`config.mk`:
```
export PLATFORM = sky130hd
export DESIGN_NAME = outport_frame_gen
export DESIGN_NICKNAME = d
export VERILOG_FILES = /design/src/rtl/outport_pkg.sv /design/src/rtl/outport_frame_gen.sv
export SDC_FILE = /design/constraint.sdc
export NUM_CORES = 1
export LEC_CHECK = 0
export CORE_MARGIN = 8
export CORE_UTILIZATION = 42
export DETAILED_ROUTE_END_ITERATION = 10
export GPL_TIMING_DRIVEN = 0
export PLACE_DENSITY = 0.86
export SLEW_MARGIN = 20
export SYNTH_ARGS = -nofsm -noshare
export SYNTH_HDL_FRONTEND = slang
export SYNTH_SLANG_ARGS = --single-unit
```
`constraint.sdc`:
```
create_clock -name clk_in -period 2 [get_ports clk_in]
set_input_delay 0.2 -clock clk_in [delete_from_list [all_inputs] [get_ports clk_in]]
set_output_delay 0.2 -clock clk_in [all_outputs]
set_load 0.01 [all_outputs]
```
`src/rtl/outport_pkg.sv`:
```
// outport_pkg: frame state encoding, flush depth and length clamp shared by the output-port framer.
// DATA_WIDTH is normally supplied by mpcache.svh; the guarded default keeps this slice self-contained.
`ifndef DATA_WIDTH
`define DATA_WIDTH 32
`endif
package outport_pkg;
    typedef enum logic [2:0] {IDLE, SOP, READ, FLUSH, EOP, GAP} frame_state_e;
    localparam int FLUSH_CYCLES = 2;
    function automatic int len_clamp(input int len, input int max_len);
        return (len > max_len) ? max_len : len;
    endfunction
endpackage

```
`src/rtl/outport_frame_gen.sv`:
```
// outport_frame_gen: frames one descriptor's worth of SRAM words as sop / data beats / eop.
// Optional OUTPORT_FRAME_STATS_EN adds packet and word counters.
module outport_frame_gen
    import outport_pkg::*;
#(
    parameter int CHANNEL_IDX = 0,
    parameter int LEN_WIDTH   = 8,
    parameter int MAX_LEN     = 128,
    parameter int IPG         = 1
) (
    input  logic                   clk_in,
    input  logic                   rst_in,
    input  logic                   i_desc_vld,
    input  logic [LEN_WIDTH-1:0]   i_desc_len,
    output logic                   o_desc_ack,
    output logic                   o_rd_en,
    input  logic [`DATA_WIDTH-1:0] i_rd_data,
    output logic                   o_sop,
    output logic                   o_vld,
    output logic [`DATA_WIDTH-1:0] o_data,
    output logic                   o_eop,
    output logic                   o_busy,
`ifdef OUTPORT_FRAME_STATS_EN
    output logic                   o_len_err,
    output logic [31:0]            o_pkt_cnt,
    output logic [31:0]            o_word_cnt
`else
    output logic                   o_len_err
`endif
);
    if (CHANNEL_IDX < 0 || CHANNEL_IDX > 15) begin : g_bad_channel
        $error("outport_frame_gen: CHANNEL_IDX out of range 0..15");
    end

    frame_state_e           r_state, w_next;
    logic [LEN_WIDTH:0]     r_cnt;
    logic [15:0]            r_tmr;
    logic                   r_rd_q, r_vld, r_len_err;
    logic [`DATA_WIDTH-1:0] r_data;
    logic                   w_ack, w_bad;

    assign w_bad      = (i_desc_len == '0) || (int'(i_desc_len) > MAX_LEN);
    assign o_desc_ack = w_ack;
    assign o_vld      = r_vld;
    assign o_data     = r_data;
    assign o_len_err  = r_len_err;

    // State register; r_tmr restarts on every state change and times FLUSH and GAP
    always_ff @(posedge clk_in) begin
        if (rst_in) begin
            r_state <= IDLE;
            r_tmr   <= '0;
        end else begin
            r_state <= w_next;
            r_tmr   <= (w_next != r_state) ? '0 : r_tmr + 1'b1;
        end
    end

    // Next state: reads run from SOP until the counter's last word, then drain the read pipe
    always_comb begin
        w_next = r_state;
        case (r_state)
            IDLE:    if (w_ack) w_next = SOP;
            SOP:     w_next = (r_cnt == '0) ? EOP : (r_cnt == (LEN_WIDTH+1)'(1)) ? FLUSH : READ;
            READ:    if (r_cnt == (LEN_WIDTH+1)'(1)) w_next = FLUSH;
            FLUSH:   if (r_tmr == 16'(FLUSH_CYCLES - 1)) w_next = EOP;
            EOP:     w_next = (IPG == 0) ? IDLE : GAP;
            GAP:     if (r_tmr == 16'(IPG - 1)) w_next = IDLE;
            default: w_next = IDLE;
        endcase
    end

    // Strobes decoded from state; ack is suppressed while reset would discard it anyway
    always_comb begin
        w_ack   = (r_state == IDLE) && i_desc_vld && !rst_in;
        o_sop   = (r_state == SOP);
        o_rd_en = ((r_state == SOP) || (r_state == READ)) && (r_cnt != '0);
        o_eop   = (r_state == EOP);
        o_busy  = (r_state != IDLE);
    end

    // Read countdown, one-cycle read-latency alignment, beat register and length error pulse
    always_ff @(posedge clk_in) begin
        if (rst_in) begin
            r_cnt     <= '0;
            r_rd_q    <= 1'b0;
            r_vld     <= 1'b0;
            r_data    <= '0;
            r_len_err <= 1'b0;
        end else begin
            r_rd_q    <= o_rd_en;
            r_vld     <= r_rd_q;
            r_len_err <= w_ack && w_bad;
            if (r_rd_q) r_data <= i_rd_data;
            if (w_ack) r_cnt <= (LEN_WIDTH+1)'(len_clamp(int'(i_desc_len), MAX_LEN));
            else if (o_rd_en) r_cnt <= r_cnt - 1'b1;
        end
    end

`ifdef OUTPORT_FRAME_STATS_EN
    // Free-running wrap-around packet and word counters
    always_ff @(posedge clk_in) begin
        if (rst_in) begin
            o_pkt_cnt  <= '0;
            o_word_cnt <= '0;
        end else begin
            if (o_eop) o_pkt_cnt <= o_pkt_cnt + 1'b1;
            if (r_vld) o_word_cnt <= o_word_cnt + 1'b1;
        end
    end
`endif
endmodule

```
==> run summary <==
flow finished, numbers: Final nets=roughly 460, DR pass1 iterations=4, leakage power=approximately 1.6 nW, Synth Seq Share=a little under half, cell area after synthesis=~2800 um^2, Hold Crit Start=r_tmr[0]$_SDFF_PP0_, Worst R2R End=r_tmr[9]$_SDFF_PP0_, number of I/O pins=slightly above 80, initial antenna violation count=0, Max VDD drop=0.00110 V, Post-synth top cells=nor2_1, dfxtp_1, mux2i_1, Hold Slack=roughly 0.45 ns, RSZ-0062 raised after global routing=true, delay-heaviest family, CP=simple AND/OR/NAND/NOR gates, Worst-Skew Late Latency=about 0.34 ns, Setup TNS Final=-0.176 ns, worst-path cell chain=or4_4 -> nor4_4 -> o41ai_2 -> o21ai_2 -> buf_6 -> nor2_1, Final setup viols=15, post-DP HPWL=roughly 5400 um, hold worst-path end=r_tmr[0]$_SDFF_PP0_, CP max stage delay=0.60 ns, Worst-path clk slew=0.07 ns, crit path from=r_tmr[13]$_SDFF_PP0_, failing checks=setup timing, Inserted Clock Buffers=9, GPL Wtd Cong=roughly 0.84, Synth warnings=0, worst setup margin=-0.0229 ns, Fillers=477, Vias/cell=5.34, CTS root buffer=clkbuf_8, fp_density=roughly 44%, CTS tree=built, Setup Skew=0.00647 ns, CTS resizes=27, CP endpoint=r_tmr[9]$_SDFF_PP0_, Synth flops=~63, die width=around 98 um, dominant logic cell type in the layout=clkdlybuf4s50_1, outcome=finished, violations left, CP arrival=~2.3 ns, CTS HTree Levels=3, clk buf depth=2, vias in the first global route=2506, CTS Sinks=about 63
## area by class of cell
cell class	instances	area [um^2]	share of cell area, %
clock buffer	11	151	3.57
clock inverter	5	104	2.45
sequential	63	1270	30.0
tap	77	96.3	2.27
buffer	14	67.6	1.59
timing repair buffer	98	945	22.3
multi-input combinational	218	1560	36.8
inverter	11	43.8	1.03
## logic make-up after synthesis
kind of cell,synth area share [%]
AOI/OAI and AO/OA,7.12
DFF,45.1
muxes,11.9
buffers and inverters,4.08
adders and majority gates,2.69
and+or+nand+nor,23.2
xor gates and xnor gates,5.96
## stage by stage
| step | std cells | cell area [um^2] | setup slack, ns | power (mW) | utilization (%) |
|---|---|---|---|---|---|
| finish | 497 | 4240 | -0.0229 | 6.07 | 66.5 |
| global route | 497 | 4240 | -0.111 | 6.39 | 66.5 |
| CTS | 487 | 4080 | -0.000661 | 5.67 | 63.9 |
| detailed placement | 466 | 3700 | -0.281 | 3.93 | 58.0 |
| global placement | 466 | 3700 | -0.281 | 3.85 | 58.0 |
| floorplan | 308 | 2790 | 0.0997 | 3.12 | - |
## metal layers
| metal | GRT usage [%] | vias to the layer above | share of wire [%] |
|---|---|---|---|
| li1 | - | 1283 | - |
| met1 | 17.9 | 1249 | 41 |
| met3 | 4.13 | 27 | 5.8 |
| met4 | 9.32 | 0 | 3.5 |
| met5 | 0 | - | 0 |
| met2 | 26.5 | 97 | 50 |
## state kept, by name (all words and copies together), names as in the netlist
signal     flops
r_state        3
o_vld          1
r_rd_q         1
o_data        32
o_len_err      1
r_tmr         16
r_cnt          9
## where the power goes
| group | switching (mW) | internal [mW] | leakage, nW |
|---|---|---|---|
| Sequential | 0.238 | 1.54 | 0.515 |
| Combinational | 1.42 | 1.48 | 0.944 |
| Clock | 0.498 | 0.896 | 0.130 |
Fig. 1: congestion heat map
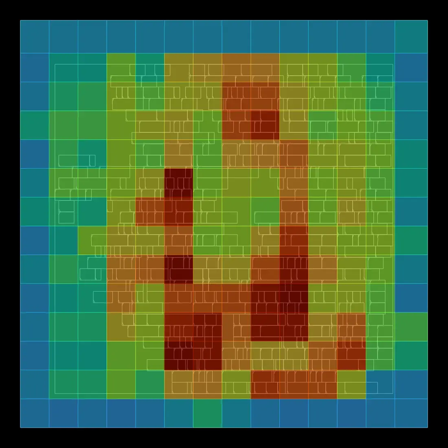
all-layer global routing usage: 15.9%
GR Layer Usage met3: 4.13%
WL/cell: 16.6 um
met1 Use GR: 17.9%
met2 Usage GRT: 26.5%

Fig. 2: drive-strength map
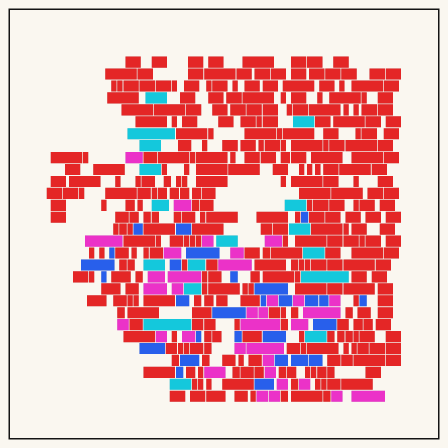
legend:
  blue:
    size: _2 cells
    cells: 28
    share: 6.7%
  magenta:
    size: _3 and _4 cells
    cells: 34
    share: 8.1%
    most_used: buf_4
  cyan:
    size: _6 and larger
    cells: 17
    share: 4.0%
    most_used: clkbuf_8
  red:
    size: _0 and _1 cells
    cells: 341
    share: 81%
    most_used: clkdlybuf4s50_1
design area: 4240 um^2
worst setup margin: -0.0229 ns
Area Overhead vs Synth: 51.9%

Power and IR drop assume default switching activity.
